<file path="src/rtl/fp_mul_sequencer_if.sv">
// Operand/result handshake bundle for fp_mul_sequencer.
// Both channels use valid/ready. A transfer happens on a rising clock edge
// where valid and ready are both high. The producer holds valid and its
// payload stable until that edge. Ready may be high without valid.
// The state field is a read-only view of the controller FSM.
interface fp_mul_sequencer_if #(
    parameter int WIDTH = 32
);
    logic             in_valid;
    logic             in_ready;
    logic [WIDTH-1:0] a;
    logic [WIDTH-1:0] b;
    logic             out_valid;
    logic             out_ready;
    logic [WIDTH-1:0] result;
    logic             invalid;
    logic             overflow;
    logic             underflow;
    logic [1:0]       state;

    modport master (
        output in_valid, a, b, out_ready,
        input  in_ready, out_valid, result, invalid, overflow, underflow, state
    );

    modport slave (
        input  in_valid, a, b, out_ready,
        output in_ready, out_valid, result, invalid, overflow, underflow, state
    );
endinterface

</file>
<file path="src/rtl/fp_mul_sequencer.sv">
// Multi-cycle single-precision multiplier controller.
// Special operands are resolved at accept time. Other operands run a
// shift-add mantissa multiply, one multiplier bit per cycle. The product is
// then normalised and rounded to nearest-even. Denormal inputs count as zero.
// Out-of-range exponents saturate to infinity or flush to zero.
module fp_mul_sequencer #(
    parameter int EXPONENT_BITS = 8,
    parameter int FRACTION_BITS = 23
) (
    input logic              clock,
    input logic              reset,
    fp_mul_sequencer_if.slave bus
);
    localparam int W    = 1 + EXPONENT_BITS + FRACTION_BITS;
    localparam int M    = FRACTION_BITS + 1;          // mantissa width incl. hidden bit
    localparam int P    = 2 * M;                      // full product width
    localparam int XW   = EXPONENT_BITS + 2;          // signed working exponent width
    localparam int CW   = $clog2(M);
    localparam int BIAS = (1 << (EXPONENT_BITS - 1)) - 1;

    localparam logic [EXPONENT_BITS-1:0] EXP_ONES = '1;
    localparam logic [W-1:0] QNAN = {1'b0, EXP_ONES, 1'b1, {(FRACTION_BITS-1){1'b0}}};
    localparam logic signed [XW-1:0] EXP_MAX  = XW'((1 << EXPONENT_BITS) - 1);
    localparam logic signed [XW-1:0] EXP_ZERO = '0;
    localparam logic [CW-1:0] LAST_ITER = CW'(M - 1);

    typedef enum logic [1:0] {
        IDLE = 2'd0,
        MUL  = 2'd1,
        NORM = 2'd2,
        DONE = 2'd3
    } state_t;

    state_t                   state;
    logic                     sign_r;
    logic [EXPONENT_BITS-1:0] exp_a;
    logic [EXPONENT_BITS-1:0] exp_b;
    logic [M-1:0]             mcand;
    logic [M-1:0]             mplier;
    logic [P-1:0]             acc;
    logic [CW-1:0]            iter;
    logic [W-1:0]             result_r;
    logic                     invalid_r;
    logic                     overflow_r;
    logic                     underflow_r;
    logic                     out_valid_r;
    logic                     in_ready_r;

    assign bus.in_ready  = in_ready_r;
    assign bus.out_valid = out_valid_r;
    assign bus.result    = result_r;
    assign bus.invalid   = invalid_r;
    assign bus.overflow  = overflow_r;
    assign bus.underflow = underflow_r;
    assign bus.state     = state;

    // Operand classification, taken straight from the input bus at accept time.
    logic                     a_sign, b_sign;
    logic [EXPONENT_BITS-1:0] a_exp, b_exp;
    logic [FRACTION_BITS-1:0] a_frac, b_frac;
    logic                     a_nan, b_nan, a_inf, b_inf, a_zero, b_zero;
    logic                     is_special, special_invalid;
    logic [W-1:0]             special_result;

    assign {a_sign, a_exp, a_frac} = bus.a;
    assign {b_sign, b_exp, b_frac} = bus.b;
    assign a_nan  = (a_exp == EXP_ONES) && (a_frac != '0);
    assign b_nan  = (b_exp == EXP_ONES) && (b_frac != '0);
    assign a_inf  = (a_exp == EXP_ONES) && (a_frac == '0);
    assign b_inf  = (b_exp == EXP_ONES) && (b_frac == '0);
    assign a_zero = (a_exp == '0);
    assign b_zero = (b_exp == '0);
    assign is_special = a_nan | b_nan | a_inf | b_inf | a_zero | b_zero;

    // Special-case result in priority order: NaN, inf*0, inf, zero.
    always_comb begin
        special_invalid = 1'b0;
        special_result  = '0;
        if (a_nan || b_nan) begin
            special_result = QNAN;
        end else if ((a_inf && b_zero) || (a_zero && b_inf)) begin
            special_result  = QNAN;
            special_invalid = 1'b1;
        end else if (a_inf || b_inf) begin
            special_result = {a_sign ^ b_sign, EXP_ONES, {FRACTION_BITS{1'b0}}};
        end else begin
            special_result = {a_sign ^ b_sign, {(W-1){1'b0}}};
        end
    end

    // One shift-add step: add the multiplicand into the upper half, shift right.
    logic [M:0] step_sum;
    assign step_sum = {1'b0, acc[P-1:M]} + (mplier[0] ? {1'b0, mcand} : {(M+1){1'b0}});

    // Normalise, round to nearest-even and range-check the finished product.
    logic signed [XW-1:0] exp_base, exp_norm, exp_fin;
    logic [M-1:0]         mant, mant_fin;
    logic [M:0]           mant_rnd;
    logic                 guard, sticky, round_up;
    logic                 norm_ovf, norm_unf;
    logic [W-1:0]         norm_result;

    always_comb begin
        exp_base = XW'({2'b00, exp_a}) + XW'({2'b00, exp_b}) - XW'(BIAS);
        if (acc[P-1]) begin
            mant     = acc[P-1:M];
            guard    = acc[M-1];
            sticky   = |acc[M-2:0];
            exp_norm = exp_base + XW'(1);
        end else begin
            mant     = acc[P-2:M-1];
            guard    = acc[M-2];
            sticky   = |acc[M-3:0];
            exp_norm = exp_base;
        end
        round_up = guard && (sticky || mant[0]);
        mant_rnd = {1'b0, mant} + {{M{1'b0}}, round_up};
        if (mant_rnd[M]) begin
            mant_fin = {1'b1, {(M-1){1'b0}}};
            exp_fin  = exp_norm + XW'(1);
        end else begin
            mant_fin = mant_rnd[M-1:0];
            exp_fin  = exp_norm;
        end
        norm_ovf = (exp_fin >= EXP_MAX);
        norm_unf = !norm_ovf && (exp_fin <= EXP_ZERO);
        if (norm_ovf) begin
            norm_result = {sign_r, EXP_ONES, {FRACTION_BITS{1'b0}}};
        end else if (norm_unf) begin
            norm_result = {sign_r, {(W-1){1'b0}}};
        end else begin
            norm_result = {sign_r, exp_fin[EXPONENT_BITS-1:0], mant_fin[FRACTION_BITS-1:0]};
        end
    end

    // Controller FSM with registered handshake outputs, result and flags.
    always_ff @(posedge clock or posedge reset) begin
        if (reset) begin
            state       <= IDLE;
            sign_r      <= 1'b0;
            exp_a       <= '0;
            exp_b       <= '0;
            mcand       <= '0;
            mplier      <= '0;
            acc         <= '0;
            iter        <= '0;
            result_r    <= '0;
            invalid_r   <= 1'b0;
            overflow_r  <= 1'b0;
            underflow_r <= 1'b0;
            out_valid_r <= 1'b0;
            in_ready_r  <= 1'b1;
        end else begin
            case (state)
                IDLE: begin
                    if (bus.in_valid && in_ready_r) begin
                        in_ready_r  <= 1'b0;
                        sign_r      <= a_sign ^ b_sign;
                        exp_a       <= a_exp;
                        exp_b       <= b_exp;
                        mcand       <= {1'b1, a_frac};
                        mplier      <= {1'b1, b_frac};
                        acc         <= '0;
                        iter        <= '0;
                        overflow_r  <= 1'b0;
                        underflow_r <= 1'b0;
                        if (is_special) begin
                            result_r  <= special_result;
                            invalid_r <= special_invalid;
                            state     <= DONE;
                        end else begin
                            invalid_r <= 1'b0;
                            state     <= MUL;
                        end
                    end
                end
                MUL: begin
                    acc    <= {step_sum, acc[M-1:1]};
                    mplier <= mplier >> 1;
                    if (iter == LAST_ITER) begin
                        state <= NORM;
                    end else begin
                        iter <= iter + CW'(1);
                    end
                end
                NORM: begin
                    result_r    <= norm_result;
                    overflow_r  <= norm_ovf;
                    underflow_r <= norm_unf;
                    out_valid_r <= 1'b1;
                    state       <= DONE;
                end
                DONE: begin
                    // Special cases arrive with out_valid low and raise it here.
                    if (!out_valid_r) begin
                        out_valid_r <= 1'b1;
                    end else if (bus.out_ready) begin
                        out_valid_r <= 1'b0;
                        in_ready_r  <= 1'b1;
                        state       <= IDLE;
                    end
                end
                default: state <= IDLE;
            endcase
        end
    end
endmodule
</file>
<file path="src/flat_wrapper.sv">
// flat-port wrapper written by rule: the top's interface ports become plain ports
module fp_mul_sequencer_flat 
#(
    parameter int EXPONENT_BITS = 8,
    parameter int FRACTION_BITS = 23
)
  (clock, reset, bus_in_valid, bus_a, bus_b, bus_out_ready, bus_in_ready, bus_out_valid, bus_result, bus_invalid, bus_overflow, bus_underflow, bus_state);
  fp_mul_sequencer_if bus_i ();
  input logic clock;
  input logic reset;
  input wire logic [$bits(bus_i.in_valid)-1:0] bus_in_valid;
  input wire logic [$bits(bus_i.a)-1:0] bus_a;
  input wire logic [$bits(bus_i.b)-1:0] bus_b;
  input wire logic [$bits(bus_i.out_ready)-1:0] bus_out_ready;
  output wire logic [$bits(bus_i.in_ready)-1:0] bus_in_ready;
  output wire logic [$bits(bus_i.out_valid)-1:0] bus_out_valid;
  output wire logic [$bits(bus_i.result)-1:0] bus_result;
  output wire logic [$bits(bus_i.invalid)-1:0] bus_invalid;
  output wire logic [$bits(bus_i.overflow)-1:0] bus_overflow;
  output wire logic [$bits(bus_i.underflow)-1:0] bus_underflow;
  output wire logic [$bits(bus_i.state)-1:0] bus_state;
  assign bus_i.in_valid = bus_in_valid;
  assign bus_i.a = bus_a;
  assign bus_i.b = bus_b;
  assign bus_i.out_ready = bus_out_ready;
  assign bus_in_ready = bus_i.in_ready;
  assign bus_out_valid = bus_i.out_valid;
  assign bus_result = bus_i.result;
  assign bus_invalid = bus_i.invalid;
  assign bus_overflow = bus_i.overflow;
  assign bus_underflow = bus_i.underflow;
  assign bus_state = bus_i.state;
  fp_mul_sequencer #(.EXPONENT_BITS(EXPONENT_BITS), .FRACTION_BITS(FRACTION_BITS)) u_core (.clock(clock), .reset(reset), .bus(bus_i));
endmodule
</file>
<file path="config.mk">
export PLATFORM = sky130hd
export DESIGN_NAME = fp_mul_sequencer_flat
export DESIGN_NICKNAME = d
export VERILOG_FILES = /design/src/rtl/fp_mul_sequencer_if.sv /design/src/rtl/fp_mul_sequencer.sv /design/src/flat_wrapper.sv
export SDC_FILE = /design/constraint.sdc
export NUM_CORES = 1
export LEC_CHECK = 0
export ABC_AREA = 1
export CORE_MARGIN = 2
export CORE_UTILIZATION = 40
export CTS_CLUSTER_DIAMETER = 30
export DETAILED_ROUTE_END_ITERATION = 12
export SLEW_MARGIN = 20
export SYNTH_ARGS = -nofsm -noshare
export SYNTH_HDL_FRONTEND = slang
export SYNTH_SLANG_ARGS = --single-unit
</file>
<file path="constraint.sdc">
create_clock -name clock -period 9.8 [get_ports clock]
set_input_delay 2.94 -clock clock [delete_from_list [all_inputs] [get_ports clock]]
set_output_delay 2.94 -clock clock [all_outputs]
set_load 0.02 [all_outputs]
</file>
Figure 1. Metal 1 (run 1).
Supply wires on this layer in gray.
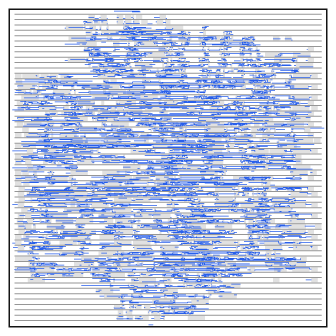
- longest straight run: 56.6 um
- wire length on this layer: 12,200 um
- share of all routed wire: 52%

Figure 2. Cell classes on the final placement (run 1).
Scale bar: 50 um.
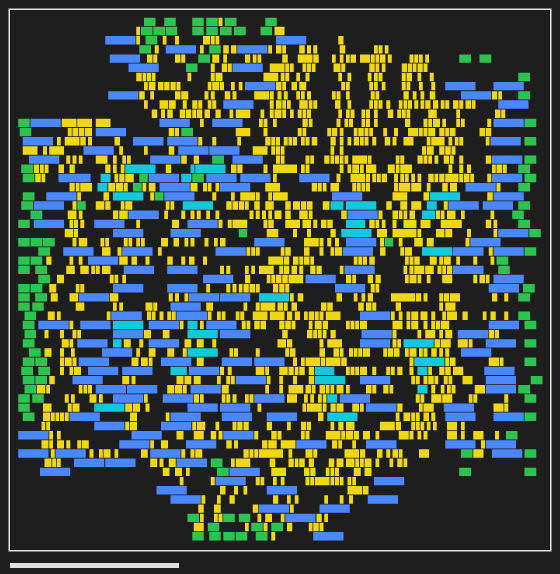
- clock drivers and dummy loads: cyan (cells 32)
- remaining buffers and delay cells: green (cells 112)
- remaining logic cells: yellow (cells 1,135)
- sequential cells: blue (cells 157)

Figure 3. Drive-strength map (run 1).
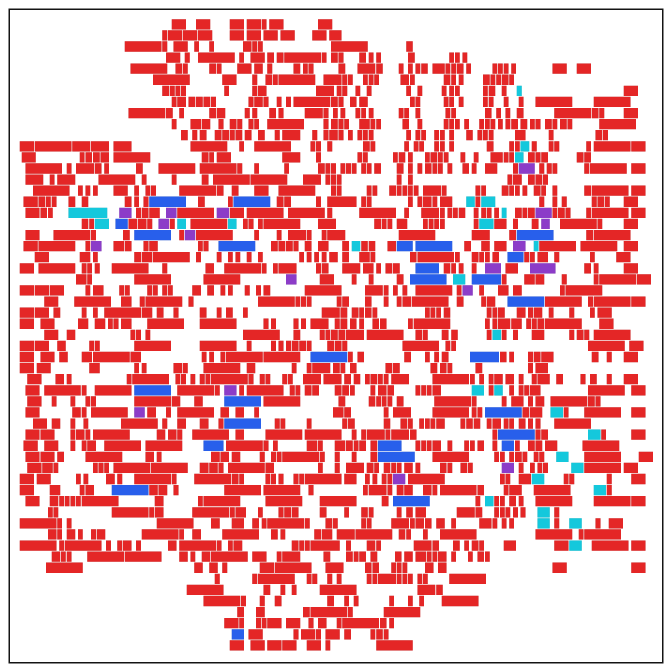
- x3 and x4: purple (cells 18)
- x6 and larger: blue (cells 27)
- x2: cyan (cells 28)
- x1 and smaller: red (cells 1,363)
number of non-clock buffers: 112
relative area change from synthesis to final layout: 19.7%
final worst-path setup slack: 3.87 ns
post-layout instance area: 11,600 um2

==> out/summary.txt, run 1 <==
uppermost metal layer occupied by signal nets: met4
tool warning count: 31
global-route track usage on met3: 2.57%
WL/cell: 13.4 um
leading area contributor after synthesis: sky130_fd_sc_hd__dfrtp_1
final core occ: 48.3%
adder share: 5.82%
Longest Clk Path Bufs: 2
Yosys warnings: 0
maximum clock frequency: 0.169 GHz
per-instance average area after synthesis: 7.30 um2
Final Cycle Share: 60.5%
net count after synthesis: 1,444
total vias in the final route: 8,675
source-to-sink clock delay at the later pin of the worst-skew pair: 0.43 ns
Comb power: 2.07 mW
combinational share of cell area: 41.4%
combined buffer and inverter count along the critical path: 5
Max stage delay on crit path: 0.69 ns
PortBufs: 106
Overall Power: 3.77 mW
fraction of final layout cells with drive strength greater than 1: 5.08%
Filler cells: 2,458
clock edge transition at the registers on the reported setup and hold paths: 0.07 ns
clk_buf instances: 19
Non-clock buffer share: 9.51%
router iterations before antenna repair: 5
post-synth design cell area: 9720 um2
largest cell class by area: multi-input combinational cells
global-route wire length before repair: 40,000 um
RR Endpoint: u_core.bus.result[15]
prevailing logic family in the synthesized netlist: simple AND/OR/NAND/NOR gates
post-detailed-route via-to-cell ratio: 4.93
Floorplan Utilization: 40.3%
setup-violating endpoint count in the final report: 0
cells resized by post-CTS repair: 0
number of standard-cell rows in the floorplan: 57
combinational gate area: 4820 um2
global-route met1 utilization: 27.9%
Boundary Pins: 107
final setup skew: 0.00943 ns
GPL Wtd Cong: 0.855
number of hold buffers added after CTS: 0
flops & latches, synth: 157
diode count: 0
Clk network pwr share: 17.2%
number of pins exceeding their max-slew limit in the final report: 0
most frequent cell after synthesis: sky130_fd_sc_hd__nand2_1
Chip Height: 160 um
number of maximum-capacitance constraint violations: 0
kind of end point of the critical path: register
sum of routed wire segments on met1: 12,200 um
EDFF count, synth: 0
power per standard cell area: 324 nW/um2
CP top delay family: simple AND/OR/NAND/NOR gates
number of design rule violations left after detail routing: 0
Tightest Hold Check Type: register to register
clock period minus worst slack: 5.93 ns
yosys stat area: 9720 um2
overall fraction of global-route tracks in use: 19.1%
xor/xnor share of the synthesized area: 1.89%
area of all sequential standard cells: 3930 um2
internal power consumption: 1.95 mW
Largest register FFs: 48
most common logic cell in the routed design: sky130_fd_sc_hd__nand2_1
TritonCTS clock tree: yes
critical path startpoint: bus_a[26]
wire length after detailed routing: 23,700 um
global routing's busiest layer: met2
DIE WIDTH: 160 um
power share of the combinational group: 55.0%
status: complete, no violations
ys cells: 1,332
number of stages on the worst setup path: 12
fraction of post-synthesis cell area in the top cell type by area: 40.1%
Sum Neg Setup Slack: 0 ns
slew of the pin with the lowest slew margin: 0.978 ns
number of instances on the worst hold path: 2
Synth cell types: 48
--- run 2 (diff from run 1) ---
==> constraint.sdc (replaced) <==
create_clock -name clock -period 5.1 [get_ports clock]
set_input_delay 1.53 -clock clock [delete_from_list [all_inputs] [get_ports clock]]
set_output_delay 1.53 -clock clock [all_outputs]
set_load 0.02 [all_outputs]
Figure 4. Drive-strength map (run 2).
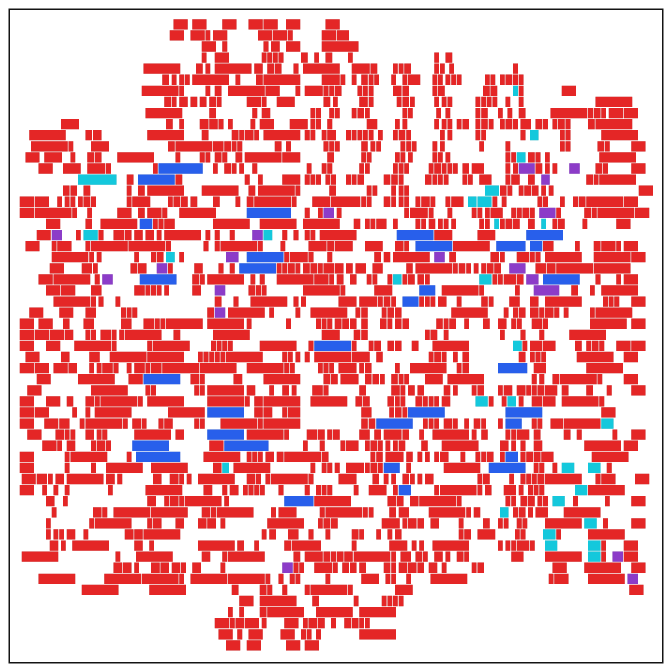
- x6 and larger: blue (cells 32)
- x1 and smaller: red (cells 1,362)
- x3 and x4: purple (cells 19)
- x2: cyan (cells 29)

==> out/summary.txt, run 2 <==
combinational share of cell area: 41.0% (-0.45 points)
TritonCTS clock tree: yes
CP top delay family: simple AND/OR/NAND/NOR gates
ys cells: 1,332 (unchanged)
most frequent cell after synthesis: sky130_fd_sc_hd__nand2_1
most common logic cell in the routed design: sky130_fd_sc_hd__nand2_1
Boundary Pins: 107 (unchanged)
number of pins exceeding their max-slew limit in the final report: 0 (unchanged)
diode count: 0 (unchanged)
global-route wire length before repair: 40,400 um (+0.95%)
yosys stat area: 9720 um2 (unchanged)
GPL Wtd Cong: 0.836 (-2.3%)
status: complete, no violations
combined buffer and inverter count along the critical path: 5 (unchanged)
largest cell class by area: multi-input combinational cells
xor/xnor share of the synthesized area: 1.89% (unchanged)
number of instances on the worst hold path: 2 (unchanged)
clock period minus worst slack: 3.99 ns
Sum Neg Setup Slack: 0 ns (unchanged)
Largest register FFs: 48 (unchanged)
global-route track usage on met3: 3.32% (+0.75 points)
final core occ: 48.8% (+0.53 points)
area of all sequential standard cells: 3930 um2 (unchanged)
prevailing logic family in the synthesized netlist: simple AND/OR/NAND/NOR gates
Longest Clk Path Bufs: 2 (unchanged)
source-to-sink clock delay at the later pin of the worst-skew pair: 0.43 ns (about the same)
Final Cycle Share: 78.2%
clock edge transition at the registers on the reported setup and hold paths: 0.07 ns (about the same)
number of stages on the worst setup path: 23 (+11)
Chip Height: 160 um (unchanged)
post-layout instance area: 11,800 um2 (+1.1%)
combinational gate area: 4820 um2 (unchanged)
relative area change from synthesis to final layout: 21.0%
setup-violating endpoint count in the final report: 0 (unchanged)
flops & latches, synth: 157 (unchanged)
Power figures rest on the tool's default switching activity, not on a simulated workload.
